File: src/rtl/tag_run_ctrl.sv
// rtl/tag_run_ctrl.sv - tagger run sequencer with show-ahead readout FIFO and drop accounting
module tag_run_ctrl #(
    parameter int AW = 4,
    parameter int CW = 16
) (
    input  logic          clk,
    input  logic          rst_n,
    input  logic          start,
    input  logic          stop,
    input  logic [CW-1:0] run_len,
    input  logic [31:0]   tag_data,
    input  logic          tag_ready,
    output logic          tagger_clear,
    output logic          tagger_operate,
    output logic [31:0]   out_data,
    output logic          out_valid,
    input  logic          out_ack,
    output logic          busy,
    output logic          overflow,
    output logic [CW-1:0] drop_cnt,
    output logic [CW-1:0] frame_cnt
);

    localparam int DEPTH = 1 << AW;

    typedef enum logic [1:0] {
        IDLE  = 2'd0,
        ARM   = 2'd1,
        RUN   = 2'd2,
        DRAIN = 2'd3
    } state_e;

    state_e        state_q, state_d;
    logic [CW-1:0] run_len_q, run_len_d;
    logic [CW-1:0] frame_cnt_q, frame_cnt_d;
    logic [CW-1:0] drop_cnt_q, drop_cnt_d;
    logic          overflow_q, overflow_d;
    logic          clear_q, clear_d;
    logic          operate_q, operate_d;
    logic          busy_q, busy_d;
    logic          out_valid_q, out_valid_d;
    logic [31:0]   out_data_q, out_data_d;
    logic [AW:0]   wr_ptr_q, wr_ptr_d;
    logic [AW:0]   rd_ptr_q, rd_ptr_d;
    logic [31:0]   mem_q [DEPTH];

    logic [AW:0]   fill_cnt;
    logic          full;
    logic          accept;
    logic          wr_en;
    logic          drop;
    logic          pop;
    logic          last_marker;

    always_comb begin
        fill_cnt    = wr_ptr_q - rd_ptr_q;
        full        = (fill_cnt == (AW+1)'(DEPTH));
        accept      = tag_ready && (state_q == RUN);
        wr_en       = accept && !full;
        drop        = accept && full;
        pop         = out_valid_q && out_ack;
        // frame_cnt_q still holds the pre-edge count, so equality means marker run_len+1
        last_marker = accept && tag_data[31] && (run_len_q != '0) && (frame_cnt_q == run_len_q);
    end

    always_comb begin
        state_d     = state_q;
        run_len_d   = run_len_q;
        frame_cnt_d = frame_cnt_q;
        drop_cnt_d  = drop_cnt_q;
        overflow_d  = overflow_q;
        wr_ptr_d    = wr_ptr_q + (AW+1)'(wr_en);
        rd_ptr_d    = rd_ptr_q + (AW+1)'(pop);

        if (accept && tag_data[31] && (frame_cnt_q != '1)) begin
            frame_cnt_d = frame_cnt_q + CW'(1);
        end
        if (drop) begin
            overflow_d = 1'b1;
            if (drop_cnt_q != '1) begin
                drop_cnt_d = drop_cnt_q + CW'(1);
            end
        end

        case (state_q)
            IDLE: begin
                if (start) begin
                    run_len_d   = run_len;
                    overflow_d  = 1'b0;
                    drop_cnt_d  = '0;
                    frame_cnt_d = '0;
                    state_d     = ARM;
                end
            end
            ARM:   state_d = stop ? DRAIN : RUN;
            RUN: begin
                if (stop || last_marker) begin
                    state_d = DRAIN;
                end
            end
            DRAIN: begin
                if (wr_ptr_d == rd_ptr_d) begin
                    state_d = IDLE;
                end
            end
            default: state_d = IDLE;
        endcase

        clear_d   = (state_d != RUN);
        operate_d = (state_d == RUN);
        busy_d    = (state_d != IDLE);

        // The word written on this edge becomes visible one cycle later
        out_valid_d = (rd_ptr_d != wr_ptr_q);
        out_data_d  = out_valid_d ? mem_q[rd_ptr_d[AW-1:0]] : out_data_q;
    end

    always_ff @(posedge clk or negedge rst_n) begin
        if (!rst_n) begin
            state_q     <= IDLE;
            run_len_q   <= '0;
            frame_cnt_q <= '0;
            drop_cnt_q  <= '0;
            overflow_q  <= 1'b0;
            clear_q     <= 1'b1;
            operate_q   <= 1'b0;
            busy_q      <= 1'b0;
            out_valid_q <= 1'b0;
            out_data_q  <= '0;
            wr_ptr_q    <= '0;
            rd_ptr_q    <= '0;
        end else begin
            state_q     <= state_d;
            run_len_q   <= run_len_d;
            frame_cnt_q <= frame_cnt_d;
            drop_cnt_q  <= drop_cnt_d;
            overflow_q  <= overflow_d;
            clear_q     <= clear_d;
            operate_q   <= operate_d;
            busy_q      <= busy_d;
            out_valid_q <= out_valid_d;
            out_data_q  <= out_data_d;
            wr_ptr_q    <= wr_ptr_d;
            rd_ptr_q    <= rd_ptr_d;
        end
    end

    always_ff @(posedge clk) begin
        if (wr_en) begin
            mem_q[wr_ptr_q[AW-1:0]] <= tag_data;
        end
    end

    assign tagger_clear   = clear_q;
    assign tagger_operate = operate_q;
    assign out_data       = out_data_q;
    assign out_valid      = out_valid_q;
    assign busy           = busy_q;
    assign overflow       = overflow_q;
    assign drop_cnt       = drop_cnt_q;
    assign frame_cnt      = frame_cnt_q;

endmodule

File: config.mk
export PLATFORM = sky130hd
export DESIGN_NAME = tag_run_ctrl
export DESIGN_NICKNAME = d
export VERILOG_FILES = /design/src/rtl/tag_run_ctrl.sv
export SDC_FILE = /design/constraint.sdc
export NUM_CORES = 1
export LEC_CHECK = 0
export CAP_MARGIN = 30
export CORE_ASPECT_RATIO = 1.2
export CORE_MARGIN = 2
export CORE_UTILIZATION = 54
export CTS_CLUSTER_SIZE = 12
export DETAILED_ROUTE_END_ITERATION = 7
export GPL_ROUTABILITY_DRIVEN = 0
export HOLD_SLACK_MARGIN = 0.1
export PLACE_DENSITY = 0.77
export SLEW_MARGIN = 20
export SYNTH_ARGS = -nofsm -noshare
export SYNTH_HDL_FRONTEND = slang
export SYNTH_SLANG_ARGS = --single-unit
File: constraint.sdc
create_clock -name clk -period 5.95 [get_ports clk]
set_clock_uncertainty 0.05 [all_clocks]
set_input_delay 1.19 -clock clk [delete_from_list [all_inputs] [get_ports clk]]
set_output_delay 1.19 -clock clk [all_outputs]
set_load 0.1 [all_outputs]
==> results.toml <==
# implementation run metrics
[timing]
grt_setup_unrepaired = "no"
tightestPinTransition_ps = 1000
max-slew-margin-rel_pct = 33.0
finalCriticalPeriod_ps = 4090
holdWs_ps = 380

[logic_synthesis]
ys_sh_xor_pct = 1.66
avgSynthCellArea_um2 = 18.0
synthesis.nets = 1413
ys_chip_area_um2 = 24200
fa_ha_area_share_pct = 0.557
logic_family = "multiplexers"
ys_types = 59
ys_seq_share_pct = 73.4

[final_layout]
drive_gt1_share_pct = 19.4
lay_top_cells = "edfxtp_1 (512), nand2_1 (199), mux4_2 (128), clkdlybuf4s50_1 (121), dfrtp_1 (96)"
mostFrequentLayoutCell = "edfxtp_1"
instances_no_fill = 2114

[clocking]
root_buffer = "clkbuf_16"
clock_path_buffers = 3
path_clk_slew_ps = 70
cts_tree = "done"

[die]
core_area_um2 = 44600
io_pins = 123
die_w_um = 197

[routing]
wl_per_cell_um = 25.9

[critical_path]
worst_setup_path_start_kind = "flop"
critPathRequiredTime_ps = 6410
r2r-end = "state_q[0]$_DFF_PN0_"

[flow_run]
cap_violations = 0

[global_routing]
grt_usage_pct = 23.9

[placed_design]
hpwl_um = 29600

[outcome]
status = "finished, final reports clean"
## worst max path at each step
stage                                from                        to  depth (start not counted)
global placement                  out_ack  out_data[15]$_DFFE_PN0P_                          8
detailed placement                out_ack  out_data[25]$_DFFE_PN0P_                         10
global route        wr_ptr_q[2]$_DFF_PN0_      state_q[0]$_DFF_PN0_                         13
CTS                 wr_ptr_q[2]$_DFF_PN0_      state_q[0]$_DFF_PN0_                         13
floorplan           wr_ptr_q[1]$_DFF_PN0_     mem_q[4][0]$_DFFE_PP_                          7
finish              wr_ptr_q[2]$_DFF_PN0_      state_q[0]$_DFF_PN0_                         13
## metrics by stage
stage	total power [mW]	setup WS [ps]
final	14.4	1860
after global routing	15.1	1620
after CTS	14.6	1840
after detailed placement	11.1	1580
after global placement	11.0	1610
after floorplan	9.66	260
## critical path, stage by stage (launching register included)
cell	delay (ps)
dfrtp_1	780
ha_1	370
o21a_1	120
or3_1	400
nand3_1	270
nand2_2	360
inv_1	140
ha_1	190
ha_1	190
xor2_1	230
nor2_1	70
nor4b_1	310
nand4b_1	200
a211o_1	290
## layer usage
metal	GRT usage, %	wire [um]
met3	3.87	3970
met5	0	0
met1	31.5	21300
met2	40.8	28200
met4	7.72	1330
## Yosys cell counts, types with 8 or more instances
master      n
mux2_4     10
xnor2_1    23
mux4_2    128
buf_2      13
edfxtp_1  512
buf_1      11
nor4_1     12
nand3_1    19
nor2_1     26
mux2_2     22
and3_1     38
o21ai_0     8
nand2_1   199
ha_1       10
nor3_1     15
dfrtp_1    96
nand4_1    14
inv_1      13
a31oi_1    35
xor2_1     17
clkbuf_1   38
a21oi_1    16
## registers in the layout (all words and copies together), names as in the netlist
| signal | flops |
|---|---|
| drop_cnt | 16 |
| out_data | 32 |
| busy | 1 |
| rd_ptr_q | 5 |
| state_q | 2 |
| out_valid | 1 |
| mem_q | 512 |
| wr_ptr_q | 5 |
| frame_cnt | 16 |
| tagger_clear | 1 |
| run_len_q | 16 |
| tagger_operate | 1 |
| overflow | 1 |
## where the power goes
part           total (mW)  internal [mW]  switching [mW]  leakage (nW)
Combinational        5.84           2.45            3.39          2.89
Clock                3.41           1.91            1.51         0.826
Sequential           5.19           4.93           0.268          5.82
## cell families after synthesis
| family | after synthesis |
|---|---|
| multiplexers | 160 |
| AND/OR/NAND/NOR | 362 |
| XOR/XNOR | 42 |
| flip-flops | 609 |
| adder cells (fa/ha/maj) | 11 |
| AND-OR/OR-AND | 83 |
| buffers and inverters | 82 |
## final cells by class
type,instances,area share (%)
inverter,13,0.178
tap,565,2.51
multi-input combinational,658,22.0
clock inverter,7,0.276
clock buffer,97,5.83
timing repair buffer,165,5.82
sequential,609,63.3
Figure 1. Signal wires on met3.
Scale bar: 50 um.
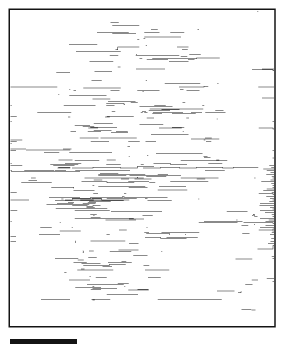
- main direction: horizontal
- longest straight run: 51.1 um
- wire length on this layer: 3970 um

Figure 2. Metal 2.
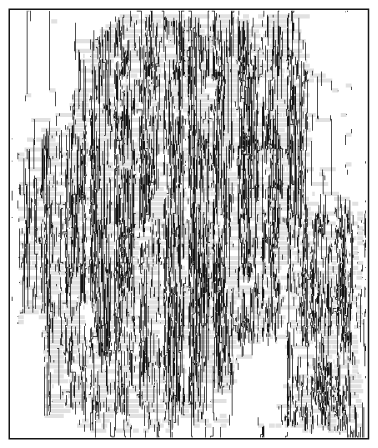
- main direction: vertical
- nets with wire on the layer: 1388
- share of all routed wire: 51%

Figure 3. Where the registers sit.
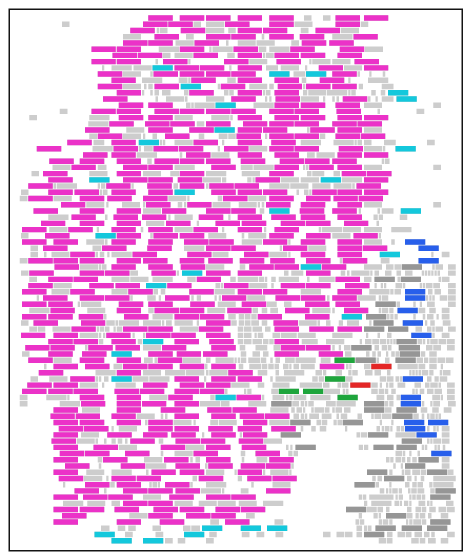
- `mem_q`: magenta (sequential cells 512)
- `wr_ptr_q`: green (sequential cells 5)
- `out_data`: cyan (sequential cells 32; where spread over the die)
- `state_q`: red (sequential cells 2)
- `run_len_q`: blue (sequential cells 16)
- not colored: 42
sequential share of cell area: 63.3%
sequential power: 5.19 mW

Power is estimated from default activity; no workload was simulated.
